Run 1, clock nets:
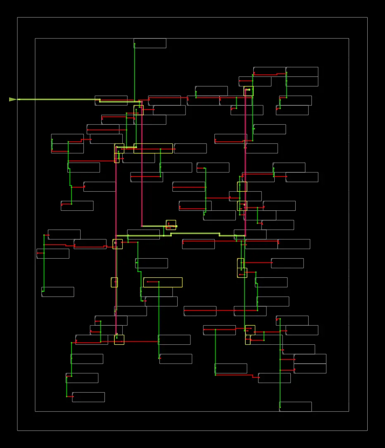
Run 1, metal 4:
Supply wires on this layer in grey.
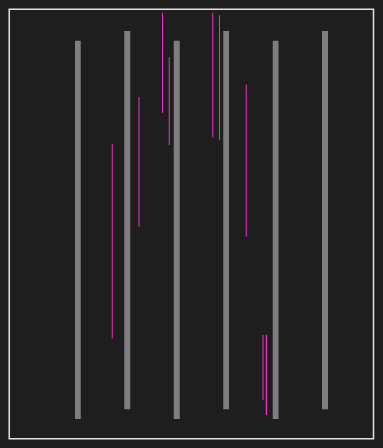
Run 1, the metal 1 layer:
Supply wires on this layer in grey.
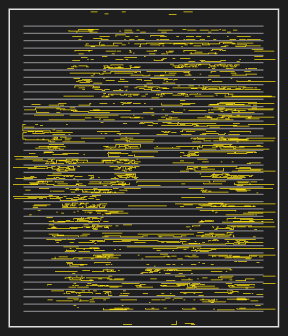
Run 1, close-up of the layout:
Scale bar: 10 um. Window x 35 to 65, y 44 to 74 um. Cells in grey, sequential cells in the stronger grey; small squares are vias.
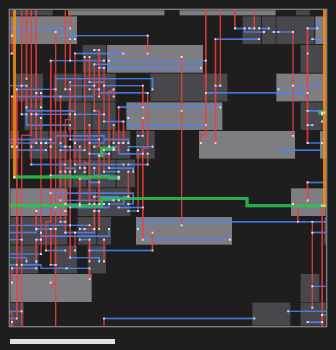
===== config.mk =====
export PLATFORM = sky130hd
export DESIGN_NAME = sdram_access_arbiter
export DESIGN_NICKNAME = d
export VERILOG_FILES = /design/src/rtl/sdram_access_arbiter.sv
export SDC_FILE = /design/constraint.sdc
export NUM_CORES = 1
export LEC_CHECK = 0
export CORE_ASPECT_RATIO = 1.2
export CORE_MARGIN = 5
export CORE_UTILIZATION = 40
export CTS_BUF_LIST = sky130_fd_sc_hd__clkbuf_4
export DETAILED_ROUTE_END_ITERATION = 16
export GPL_ROUTABILITY_DRIVEN = 0
export PLACE_DENSITY = 0.78
export SYNTH_ARGS = -nofsm -noshare
export SYNTH_HDL_FRONTEND = slang
export SYNTH_SLANG_ARGS = --single-unit
export TNS_END_PERCENT = 10

===== constraint.sdc =====
create_clock -name clk -period 2.42 [get_ports clk]
set_input_delay 0.484 -clock clk [delete_from_list [all_inputs] [get_ports clk]]
set_output_delay 0.484 -clock clk [all_outputs]
set_load 0.005 [all_outputs]

===== src/rtl/sdram_access_arbiter.sv =====
// Sequenced two-port grant in front of sdram_ctrl: S (spi_flash) has priority, U is protected from starvation.
// Grant latency 1 cycle; the grant holds until sd_ack or the watchdog expires, and acks route combinationally to the owner.
module sdram_access_arbiter #(
    parameter int ACK_TIMEOUT  = 64,
    parameter int U_STARVE_MAX = 16
) (
    input  logic        clk,
    input  logic        reset_n,
    input  logic        spi_critical,
    input  logic        spi_refresh_inh,
    input  logic        s_enable,
    input  logic        s_we,
    input  logic [31:0] s_addr,
    input  logic [15:0] s_wr_data,
    input  logic [1:0]  s_wr_mask,
    output logic        s_ack,
    input  logic        u_enable,
    input  logic        u_we,
    input  logic [31:0] u_addr,
    input  logic [15:0] u_wr_data,
    input  logic [1:0]  u_wr_mask,
    output logic        u_ack,
    output logic        u_idle,
    output logic        sd_enable,
    output logic        sd_we,
    output logic [31:0] sd_addr,
    output logic [15:0] sd_wr_data,
    output logic [1:0]  sd_wr_mask,
    output logic        sd_refresh_inh,
    input  logic        sd_ack,
    input  logic        sd_idle,
    output logic [7:0]  timeout_count,
    output logic [1:0]  grant
);
    localparam int SW = $clog2(U_STARVE_MAX + 1);
    localparam int WW = $clog2(ACK_TIMEOUT + 1);
    localparam logic [SW-1:0] STARVE_MAX = SW'(U_STARVE_MAX);
    localparam logic [WW-1:0] WD_LAST    = WW'(ACK_TIMEOUT - 1);

    typedef enum logic [1:0] {IDLE, GRANT_S, GRANT_U, FLUSH} state_t;

    state_t        state;
    logic [SW-1:0] starve;
    logic [WW-1:0] wdog;
    logic          u_ok;
    logic          force_u;
    logic          pick_u;
    logic          pick_s;

    assign u_ok    = u_enable && !spi_critical;
    assign force_u = u_ok && (starve == STARVE_MAX);
    assign pick_u  = force_u || (!s_enable && u_ok && sd_idle);
    assign pick_s  = s_enable && !force_u;

    // Acks are gated by the registered owner so a stray sd_ack never reaches the wrong port.
    assign s_ack  = (state == GRANT_S) && sd_ack;
    assign u_ack  = (state == GRANT_U) && sd_ack;
    assign u_idle = sd_idle && !spi_critical && (state == IDLE);

    always_ff @(posedge clk or negedge reset_n) begin
        if (!reset_n) begin
            state          <= IDLE;
            starve         <= '0;
            wdog           <= '0;
            sd_enable      <= 1'b0;
            sd_we          <= 1'b0;
            sd_addr        <= '0;
            sd_wr_data     <= '0;
            sd_wr_mask     <= '0;
            sd_refresh_inh <= 1'b0;
            timeout_count  <= '0;
            grant          <= 2'b00;
        end else begin
            sd_refresh_inh <= spi_critical && spi_refresh_inh;

            if (!u_enable)
                starve <= '0;
            else if (state == IDLE && pick_u)
                starve <= '0;
            else if (state == IDLE && pick_s && !spi_critical && starve != STARVE_MAX)
                starve <= starve + 1'b1;

            case (state)
                IDLE: begin
                    if (sd_ack && timeout_count != 8'hFF)
                        timeout_count <= timeout_count + 1'b1;
                    if (pick_u) begin
                        state      <= GRANT_U;
                        grant      <= 2'b10;
                        sd_enable  <= 1'b1;
                        sd_we      <= u_we;
                        sd_addr    <= u_addr;
                        sd_wr_data <= u_wr_data;
                        sd_wr_mask <= u_wr_mask;
                        wdog       <= '0;
                    end else if (pick_s) begin
                        state      <= GRANT_S;
                        grant      <= 2'b01;
                        sd_enable  <= 1'b1;
                        sd_we      <= s_we;
                        sd_addr    <= s_addr;
                        sd_wr_data <= s_wr_data;
                        sd_wr_mask <= s_wr_mask;
                        wdog       <= '0;
                    end
                end
                GRANT_S, GRANT_U: begin
                    if (sd_ack) begin
                        state     <= IDLE;
                        grant     <= 2'b00;
                        sd_enable <= 1'b0;
                    end else if (wdog == WD_LAST) begin
                        // Abandon the access; the controller may still be busy, so drain in FLUSH.
                        state     <= FLUSH;
                        grant     <= 2'b00;
                        sd_enable <= 1'b0;
                        if (timeout_count != 8'hFF)
                            timeout_count <= timeout_count + 1'b1;
                    end else begin
                        wdog <= wdog + 1'b1;
                    end
                end
                FLUSH: begin
                    if (sd_idle)
                        state <= IDLE;
                end
                default: state <= IDLE;
            endcase
        end
    end
endmodule


==> results.txt, run 1 <==
fresh numbers from the pnr run: Filler Cells Inserted 798, Final ANT Viol Nets 0, yosys xor share 2.05%, total number of yosys warnings 0, number of cell instances on the worst register-to-register path 8, layout net count 675, Pre-Place Util 40.7%, Avg WL per Cell 16.2 um, Rows 39, Clock transition at path regs roughly 120 ps, primary flip-flop cell chosen by synthesis mapping dfrtp_1, async set-reset flop share out of synthesis 100%, type of element capturing the critical path output port, number of synthesized register bits 77, Clock Sinks between 70 and 80, worst reg2reg setup slack 460 ps, sum of buffers and inverters on the critical path 2, largest driver fanout on the critical path 6, LEAKAGE 2.85 nW, TritonCTS clock tree built, Buffers on Ports between 150 and 200, yosys stat cell total 378, Top cells excl fill/tap 174 x clkdlybuf4s50_1, 77 x dfrtp_1, 64 x nand2_1, floorplan die width about 100 um, Critical Path Start state[0], average cell area after synthesis about 10 um2, share of layout cells above drive strength 1 8.01%, core region area 9470 um2, Total GRT Usage 19.1%, hold buffer count at CTS 0, crit start category register, cell taking the most area after synthesis dfrtp_1, Worst Clk Skew 6.55 ps, fraction of the yosys area taken by sequential cells about half, result of the run finished clean, count of pins over their slew limit 0, RR Startpoint starve[0], CP max stage cell clkdlybuf4s50_1, area used by multi-input combinational logic 1800 um2, Critical Setup Path Class reg2out, total DRC errors in the routed layout 0, largest stage delay on the critical path 510 ps, sequence of cells on the critical path inv_2, ha_4, nand2b_4, nor2_1, clkdlybuf4s50_1, share of synthesized cell area in full adder, half adder and majority cells 2.60%, worst min-delay path category in2async, worst-margin pin slew around 560 ps, Cell Pwr Density 943 nW/um2, 1st-pass router iterations 4, final worst-path cycle share 94.0%, proportion of netlist area held by the largest area contributor 50.0%, Layout Area Growth over Synthesis 54.7%, worst supply voltage drop on vdd approximately 0.67 mV, Synth mux share 14.7%, RSZ-0062 raised after global routing no, Initial DRC Count roughly 84, number of antenna violations at the first check in global routing 0, Cells after Synth 378, most used routing layer met2, GR met2 Demand/Resource 32.7%, Post-Syn Area just under 4000 um2, Data required, critical path between 1500 and 2000 ps, total inserted antenna cells 0, final hold viol count 0, clock tree buffer depth 2, full die area 11,700 um2, met1 Resource Use GR around 22%, Commonest Layout Cell clkdlybuf4s50_1, simple-gate area share of the yosys netlist 13.6%, worst hold margin roughly 41 ps, Max-Cap Viols 0, Rel. slew slack roughly 63%, Vias per Instance around 5.0, Area contributors post-synth dfrtp_1 50%, mux2i_1 14%, o21ai_0 6.9%, nand2_1 6.2%, ha_1 2.6%
Back to the opening pictures, 'clock nets':
Latency at later pin: 410 ps
final sequential cell count: 77
final-layout clock buffer total: 10

Back to the opening pictures, 'metal 4':
The layer carries 288 um of wire. The longest straight run is 53.0 um.
detailed-route wire length: 11.1 mm
number of vias in the routed layout: 3,400

Back to the opening pictures, 'the metal 1 layer':
The layer holds 39% of the routed length. The layer carries 4,330 um of wire.

Back to the opening pictures, 'close-up of the layout':
Key: M2 = red; M4 = orange; M3 = green; M1 = blue
43 logic cells have their middle in the window. Netlist names of flops here include wdog (6), sd_addr (2). Most frequent: dfrtp_1 (8), o21ai_0 (5), a21oi_1 (5). Sequential cells in the window: 8.

## run 1: worst register-to-register path: stages (launching register included)
cell      delay (ps)
dfrtp_1          440
inv_1             70
ha_1             140
and4bb_4         290
o22ai_2          130
a211oi_2         310
buf_4            210
a41oi_1          130
a21oi_1          170
## run 1: sequential cells by signal (all words and copies together), names as in the netlist
register	cells
timeout_count	8
sd_enable	1
state	2
sd_refresh_inh	1
starve	5
sd_wr_data	16
wdog	7
sd_we	1
grant	2
sd_wr_mask	2
sd_addr	32
## run 1: where the power goes
group          leakage [nW]  switching, mW  internal (mW)
sequential            0.976          0.326           1.80
clock                0.0852          0.431          0.421
combinational          1.79           1.14           1.50
## run 1: final cells by class
type	count	share of cell area, %
Timing Repair Buffer	188	31.6
Tap cell	123	2.58
Multi-Input combinational cell	271	30.3
Clock inverter	6	1.30
Clock buffer	10	1.26
Sequential cell	77	32.3
Inverter	10	0.630
## run 1: repair_timing
action	CTS	global route
setup buffers	0	2
endpoints found under the setup margin	1	1
gates resized	2	2
endpoints found under the hold margin	0	0
## run 1: metal layers
metal | wire length [um] | share of wire (%)
met1 | 4330 | 39
met2 | 5710 | 51
met3 | 761 | 6.9
met4 | 288 | 2.6
met5 | 0 | 0
## run 1: per-stage QoR
stage | std cells | utilization, % | cell area [um2] | setup WS (ps)
finish | 685 | 62.9 | 5960 | 146
global route | 685 | 62.9 | 5960 | 58.7
CTS | 683 | 62.7 | 5940 | 20.8
detailed placement | 667 | 61.0 | 5770 | 131
global placement | 667 | 61.0 | 5770 | 181
floorplan | 378 | - | 3850 | 528
==> run 2: changes to the inputs <==
- CTS_CLUSTER_SIZE: not set -> 16
==> results.txt, run 2 <==
fresh numbers from the pnr run: worst-margin pin slew 559 ps, LEAKAGE ~2.8 nW, layout net count a little under 700, utilization of the core after routing 62.9%, fraction of the yosys area taken by sequential cells 50.0%, commonest cells in the netlist 77 x dfrtp_1, 64 x nand2_1, 53 x o21ai_0, yosys stat cell total between 300 and 400, floorplan die width 99.6 um, estimated wirelength of the detail-placed design just under 9 mm, Layout Area Growth over Synthesis 54.7%, number of global-route vias before repair between 3,000 and 4,000, Commonest Layout Cell clkdlybuf4s50_1, total congestion overflow after global routing 0, hold buffer count at CTS 0, Final Worst Setup Slack 146 ps, Rel. slew slack 62.7%, worst supply voltage drop on vdd 0.672 mV, Clk Tree Root Cell clkbuf_4, final critical-path required period 2270 ps, average cell area after synthesis 10.2 um2, worst min-delay path category in2async, final hold viol count 0, number of vias in the routed layout 3,400, Clock transition at path regs about 120 ps, TritonCTS clock tree built, Vias per Instance 4.96, count of pins over their slew limit 0, Sequential Area 1930 um2, cell taking the most area after synthesis dfrtp_1, final-report setup violation count 0, Avg WL per Cell 16.2 um, total inserted antenna cells 0, summed standard-cell area reported by yosys 3850 um2, Clock Sinks 77, total number of yosys warnings 0, primary flip-flop cell chosen by synthesis mapping dfrtp_1, 1st-pass router iterations 4, number of synthesized register bits just under 80, Filler Cells Inserted 798, number of cell instances on the worst register-to-register path 8, Critical Setup Path Class reg2out, Max-Cap Viols 0, nets in the synthesized netlist between 400 and 500, core region area 9470 um2, tool warnings 30, Buffers on Ports about 180, Total GRT Usage 19.1%, detailed-route wire length around 11 mm, full die area 11,700 um2, Most flops, register sd_addr, final worst-path cycle share 94.0%, worst reg2reg setup slack 460 ps, Cell Pwr Density 943 nW/um2, cts bufs inserted 9, Latency at later pin 410 ps, flip-flop count of the largest register, all copies and words added 32, capturing point of the worst reg2reg path wdog[5], Worst Clk Skew 6.55 ps, Top Registers sd_addr: 32 flops, sd_wr_data: 16 flops, timeout_count: 8 flops, Area contributors post-synth dfrtp_1 50%, mux2i_1 14%, o21ai_0 6.9%, nand2_1 6.2%, ha_1 2.6%, RR Startpoint starve[0], total DRC errors in the routed layout 0, crit path DAT approximately 1800 ps, crit start category register, worst hold margin 40.6 ps, Initial DRC Count about 84, async set-reset flop share out of synthesis 100%, clock tree buffer depth 2, type of element capturing the critical path output port, Data required, critical path 1940 ps, Post-Place Setup Slack 131 ps, Rows 39, largest driver fanout on the critical path 6, number of flops mapped to enable cells by yosys 0, Post-Syn Area 3850 um2, deepest level of the CTS H-tree 3, number of antenna violations at the first check in global routing 0, result of the run finished clean, sum of negative setup slack 0 ps, Cells after Synth 378, Pre-Place Util 40.7%, area used by multi-input combinational logic 1800 um2, RSZ-0062 raised after global routing no, Overall Power ~5.6 mW, share of layout cells above drive strength 1 under 10%, maximum frequency from static timing analysis 0.440 GHz, Synth cell types 46, Top cells excl fill/tap 174 x clkdlybuf4s50_1, 77 x dfrtp_1, 64 x nand2_1, proportion of netlist area held by the largest area contributor 50.0%, Final ANT Viol Nets 0, global-route wire length before repair 17.8 mm
-- run 2: cell families after synthesis --
kind of cell / count (synthesis) / share of synthesized area, %
fa+ha+maj: 8 / 2.60
xor+xnor: 9 / 2.05
simple gates: 111 / 13.6
mux: 56 / 14.7
flops: 77 / 50.0
buf+inv: 30 / 3.99
compound gates: 87 / 13.1
-- run 2: cell type report --
class | count | share of cell area, %
flip-flops and latches | 77 | 32.3
repair buffers | 188 | 31.6
multi-input cells | 271 | 30.3
well taps | 123 | 2.58
clock inverters | 6 | 1.30
clock buffers | 10 | 1.26
inverters | 10 | 0.630
-- run 2: report_power, final --
part           switching, mW  internal (mW)  total (mW)
sequential             0.326           1.80        2.12
clock                  0.431          0.421       0.852
combinational           1.14           1.50        2.65
-- run 2: per-layer routing --
layer	global-route usage (%)	routed length, um
met2	32.7	5710
met4	8.71	288
met3	4.68	761
met1	22.2	4330
met5	0	0
-- run 2: critical path: stages (launching register included) --
cell and delay (ps):
dfrtp_1 430, inv_2 100, ha_4 190, nand2b_4 70
nor2_1 80, clkdlybuf4s50_1 510
-- run 2: through the flow --
stage               instances  cell area [um2]
global placement          667             5770
finish                    685             5960
detailed placement        667             5770
CTS                       683             5940
global route              685             5960
floorplan                 378             3850
-- run 2: timing repair --
| action | CTS | global route |
|---|---|---|
| hold endpoints to repair | 0 | 0 |
| setup endpoints to repair | 1 | 1 |
| buffers inserted | 0 | 2 |
| resized | 2 | 2 |
| pin swaps | 0 | 0 |
-- run 2: worst max-delay path by stage --
stage / from / to / slack (ps) / depth (start not counted)
finish: state[0] / u_idle / 150 / 5
global route: state[0] / u_idle / 60 / 5
CTS: state[0] / u_idle / 20 / 5
detailed placement: sd_ack / timeout_count[4] / 130 / 6
global placement: sd_ack / timeout_count[4] / 180 / 6
floorplan: state[0] / timeout_count[4] / 530 / 7
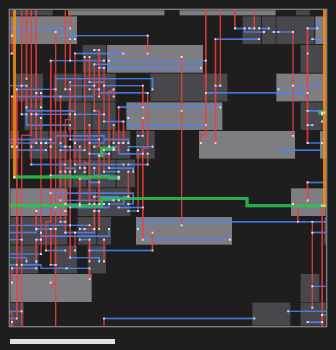
Run 2: close-up of the layout
Scale bar: 10 um. Window x 35 to 65, y 44 to 74 um. Cells in grey, sequential cells in the stronger grey; small squares are vias.
Key: M1 = blue; M2 = red; M4 = orange; M3 = green
Netlist names of flops here include wdog (6), sd_addr (2). Most frequent: dfrtp_1 (8), o21ai_0 (5), a21oi_1 (5). Sequential cells in the window: 8. 43 logic cells have their middle in the window.

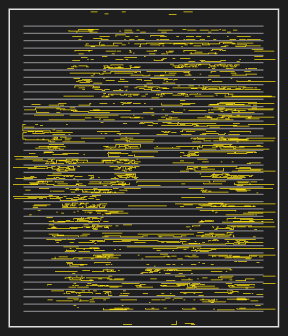
Run 2: the metal 1 layer
Supply wires on this layer in grey.
The layer carries 4,330 um of wire. The layer holds 39% of the routed length. The wires run mostly horizontal. The longest straight run is 37.3 um.

==> run 3: changes to the inputs <==
- CELL_PAD_IN_SITES_DETAIL_PLACEMENT: not set -> 1
- CELL_PAD_IN_SITES_GLOBAL_PLACEMENT: not set -> 1
- CORE_UTILIZATION: 40 -> 32
- PLACE_DENSITY: 0.78 -> not set
- PLACE_DENSITY_LB_ADDON: not set -> 0.1
==> results.txt, run 3 <==
fresh numbers from the pnr run: share of layout cells above drive strength 1 8.83%, top logic cell family in the synthesized netlist multiplexers, Post-Place Setup Slack roughly 110 ps, TritonCTS clock tree built, Clock Sinks 77, final hold viol count 0, LEAKAGE 2.86 nW, Sequential Power Share between 30% and 40%, combinational power share 48.9%, fraction of the yosys area taken by sequential cells 50.0%, Rows between 40 and 50, worst supply voltage drop on vdd 0.492 mV, cell taking the most area after synthesis dfrtp_1, floorplan die width 110 um, deepest level of the CTS H-tree 3, Avg WL per Cell 17.2 um, total number of yosys warnings 0, global-route wire length before repair 19.1 mm, Latency at later pin 420 ps, sequence of cells on the critical path buf_4, ha_1, and2_1, clkdlybuf4s50_1, type of element capturing the critical path output port, Max-Cap Viols 0, net switching power 1.94 mW, Top Registers sd_addr: 32 flops, sd_wr_data: 16 flops, timeout_count: 8 flops, maximum frequency from static timing analysis 0.441 GHz, Synth cell types 46, worst hold margin 494 ps, Pre-Place Util 32.2%, result of the run finished clean, yosys stat cell total 378, estimated wirelength of the detail-placed design between 9 and 10 mm, largest driver fanout on the critical path 3, Commonest Layout Cell clkdlybuf4s50_1, most used standard cell by instance count after synthesis dfrtp_1, Initial DRC Count 75, Most flops, register sd_addr, WP depth 4, Rel. slew slack 65.1%, Final Worst Setup Slack 150 ps, final worst-path cycle share 93.8%, CP max stage cell clkdlybuf4s50_1, detailed-route wire length 12.5 mm, primary flip-flop cell chosen by synthesis mapping dfrtp_1, final critical-path required period 2270 ps, nets in the synthesized netlist 496, total congestion overflow after global routing 0, sum of negative setup slack 0 ps, number of synthesized register bits just under 80, simple-gate area share of the yosys netlist 13.6%, Vias per Instance 4.70, proportion of netlist area held by the largest area contributor 50.0%, async set-reset flop share out of synthesis 100%, yosys xor share between 2 and 2.5%, Area contributors post-synth dfrtp_1 50%, mux2i_1 14%, o21ai_0 6.9%, nand2_1 6.2%, ha_1 2.6%, Layout Area Growth over Synthesis 55.6%, RSZ-0062 raised after global routing no, flip-flop count of the largest register, all copies and words added 32, Final ANT Viol Nets 0, total DRC errors in the routed layout 0, pin count of the biggest net entering global routing 103, 1st-pass router iterations 4, number of antenna violations at the first check in global routing 2, Cell Pwr Density 911 nW/um2, crit path DAT 1790 ps, Synth mux share ~15%, share of synthesized cell area in full adder, half adder and majority cells under 10%, Cells after Synth between 300 and 400, switching portion of total power 35.5%, utilization of the core after routing between 50% and 60%, final-report setup violation count 0, crit-path leading delay family buffers and inverters, Clk Tree Root Cell clkbuf_4, largest stage delay on the critical path approximately 450 ps, full die area 14,300 um2, count of pins over their slew limit 0, Data required, critical path 1940 ps, layout net count ~680, summed standard-cell area reported by yosys about 3900 um2, tool warnings 32, number of vias in the routed layout 3,425, crit start category register, cts bufs inserted 9, worst-margin pin slew 523 ps, number of global-route vias before repair 3,706, sum of buffers and inverters on the critical path 2, number of cell instances on the worst register-to-register path 7, number of flops mapped to enable cells by yosys 0, core region area about 12,000 um2, worst min-delay path category reg2reg, Top cells excl fill/tap 173 x clkdlybuf4s50_1, 77 x dfrtp_1, 64 x nand2_1, clock tree buffer depth 2, height of the chip 130 um, Int Power around 3.5 mW, Total GRT Usage 17.4%, instance count along the most critical hold path 2, average cell area after synthesis 10.2 um2, Clock Power Share 12.0%, Clock transition at path regs 120 ps, Critical Setup Path Class reg2out, Post-Syn Area 3850 um2, share of synthesized cell area in and-or and or-and compound cells a little over an eighth, Worst Clk Skew 10.8 ps, commonest cells in the netlist 77 x dfrtp_1, 64 x nand2_1, 53 x o21ai_0
==> run 3: cell counts after synthesis <==
Identical to the previous run, type by type.
==> run 3: what timing repair did <==
item,in CTS,in global routing
buffers inserted,2,0
gates resized,1,4
hold buffers,1,0
setup endpoints to repair,1,1
endpoints found under the hold margin,4,0
==> run 3: power by group through the flow <==
stage	clock [mW]	combinational [mW]	sequential (mW)
floorplan	0	1.05	2.16
global placement	0	2.59	2.14
detailed placement	0	2.67	2.17
CTS	0.694	2.71	2.14
global route	0.757	2.96	2.21
finish	0.657	2.67	2.13
==> run 3: final timing paths <==
check	start	end	slack, ps
max	state[0]	s_ack	150
min	sd_addr[24]	sd_addr[24]	490
max reg2reg	starve[0]	sd_addr[24]	350
min reg2reg	sd_addr[24]	sd_addr[24]	490
max in group asynchronous	reset_n	sd_wr_data[5]	1160
min in group asynchronous	reset_n	sd_wr_mask[0]	580
==> run 3: cell families (layout without fill, tap and decap cells) <==
family | Yosys count | after routing
simple gates | 111 | 111
compound gates | 87 | 87
flops | 77 | 77
mux | 56 | 56
buf+inv | 30 | 218
xor+xnor | 9 | 9
fa+ha+maj | 8 | 8
other cells | 0 | 1
==> run 3: layer usage <==
metal	GRT usage (%)	routed length, um
met4	5.72	154
met3	4.75	858
met1	20.0	5060
met5	0	13
met2	31.1	6450
==> run 3: metrics by stage <==
step                power (mW)  area, um2  std cells
finish                    5.46       6000        728
global route              5.92       6000        728
CTS                       5.54       5980        727
detailed placement        4.84       5860        710
global placement          4.73       5860        710
floorplan                 3.21       3850        378
==> run 3: layout make-up <==
cell class	count	area, um2
Clock inverter	3	15.0
Sequential cell	77	1930
Fill cell	1344	5950
Tap cell	161	201
Antenna cell	1	2.50
Timing Repair Buffer	194	1930
Clock buffer	11	82.6
Inverter	10	37.5
Multi-Input combinational cell	271	1800
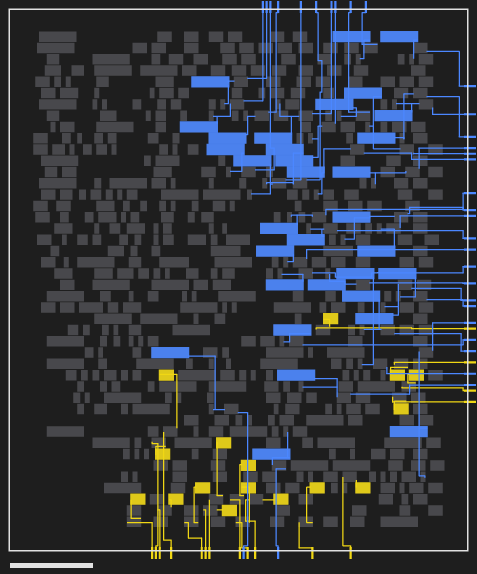
Run 3: wires at chosen ports, followed through buffers
Scale bar: 20 um.
Key: sd_addr = blue [bits 32, direction output, edge 20 right, 10 top, 2 bottom, end cells 32, buffers 32, wire 1,220 um]; u_wr_data = yellow [bits 16, direction input, edge 12 bottom, 4 right, end cells 16, buffers 16, wire 376 um]
num ports: 176
Buffers on Ports: 175

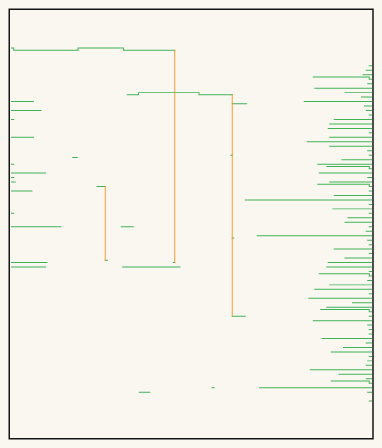
Run 3: wiring by layer
Two of the layers only.
Key: M3 = green [wire length 859 um]; M4 = orange [wire length 154 um]

Power and IR drop assume default switching activity.
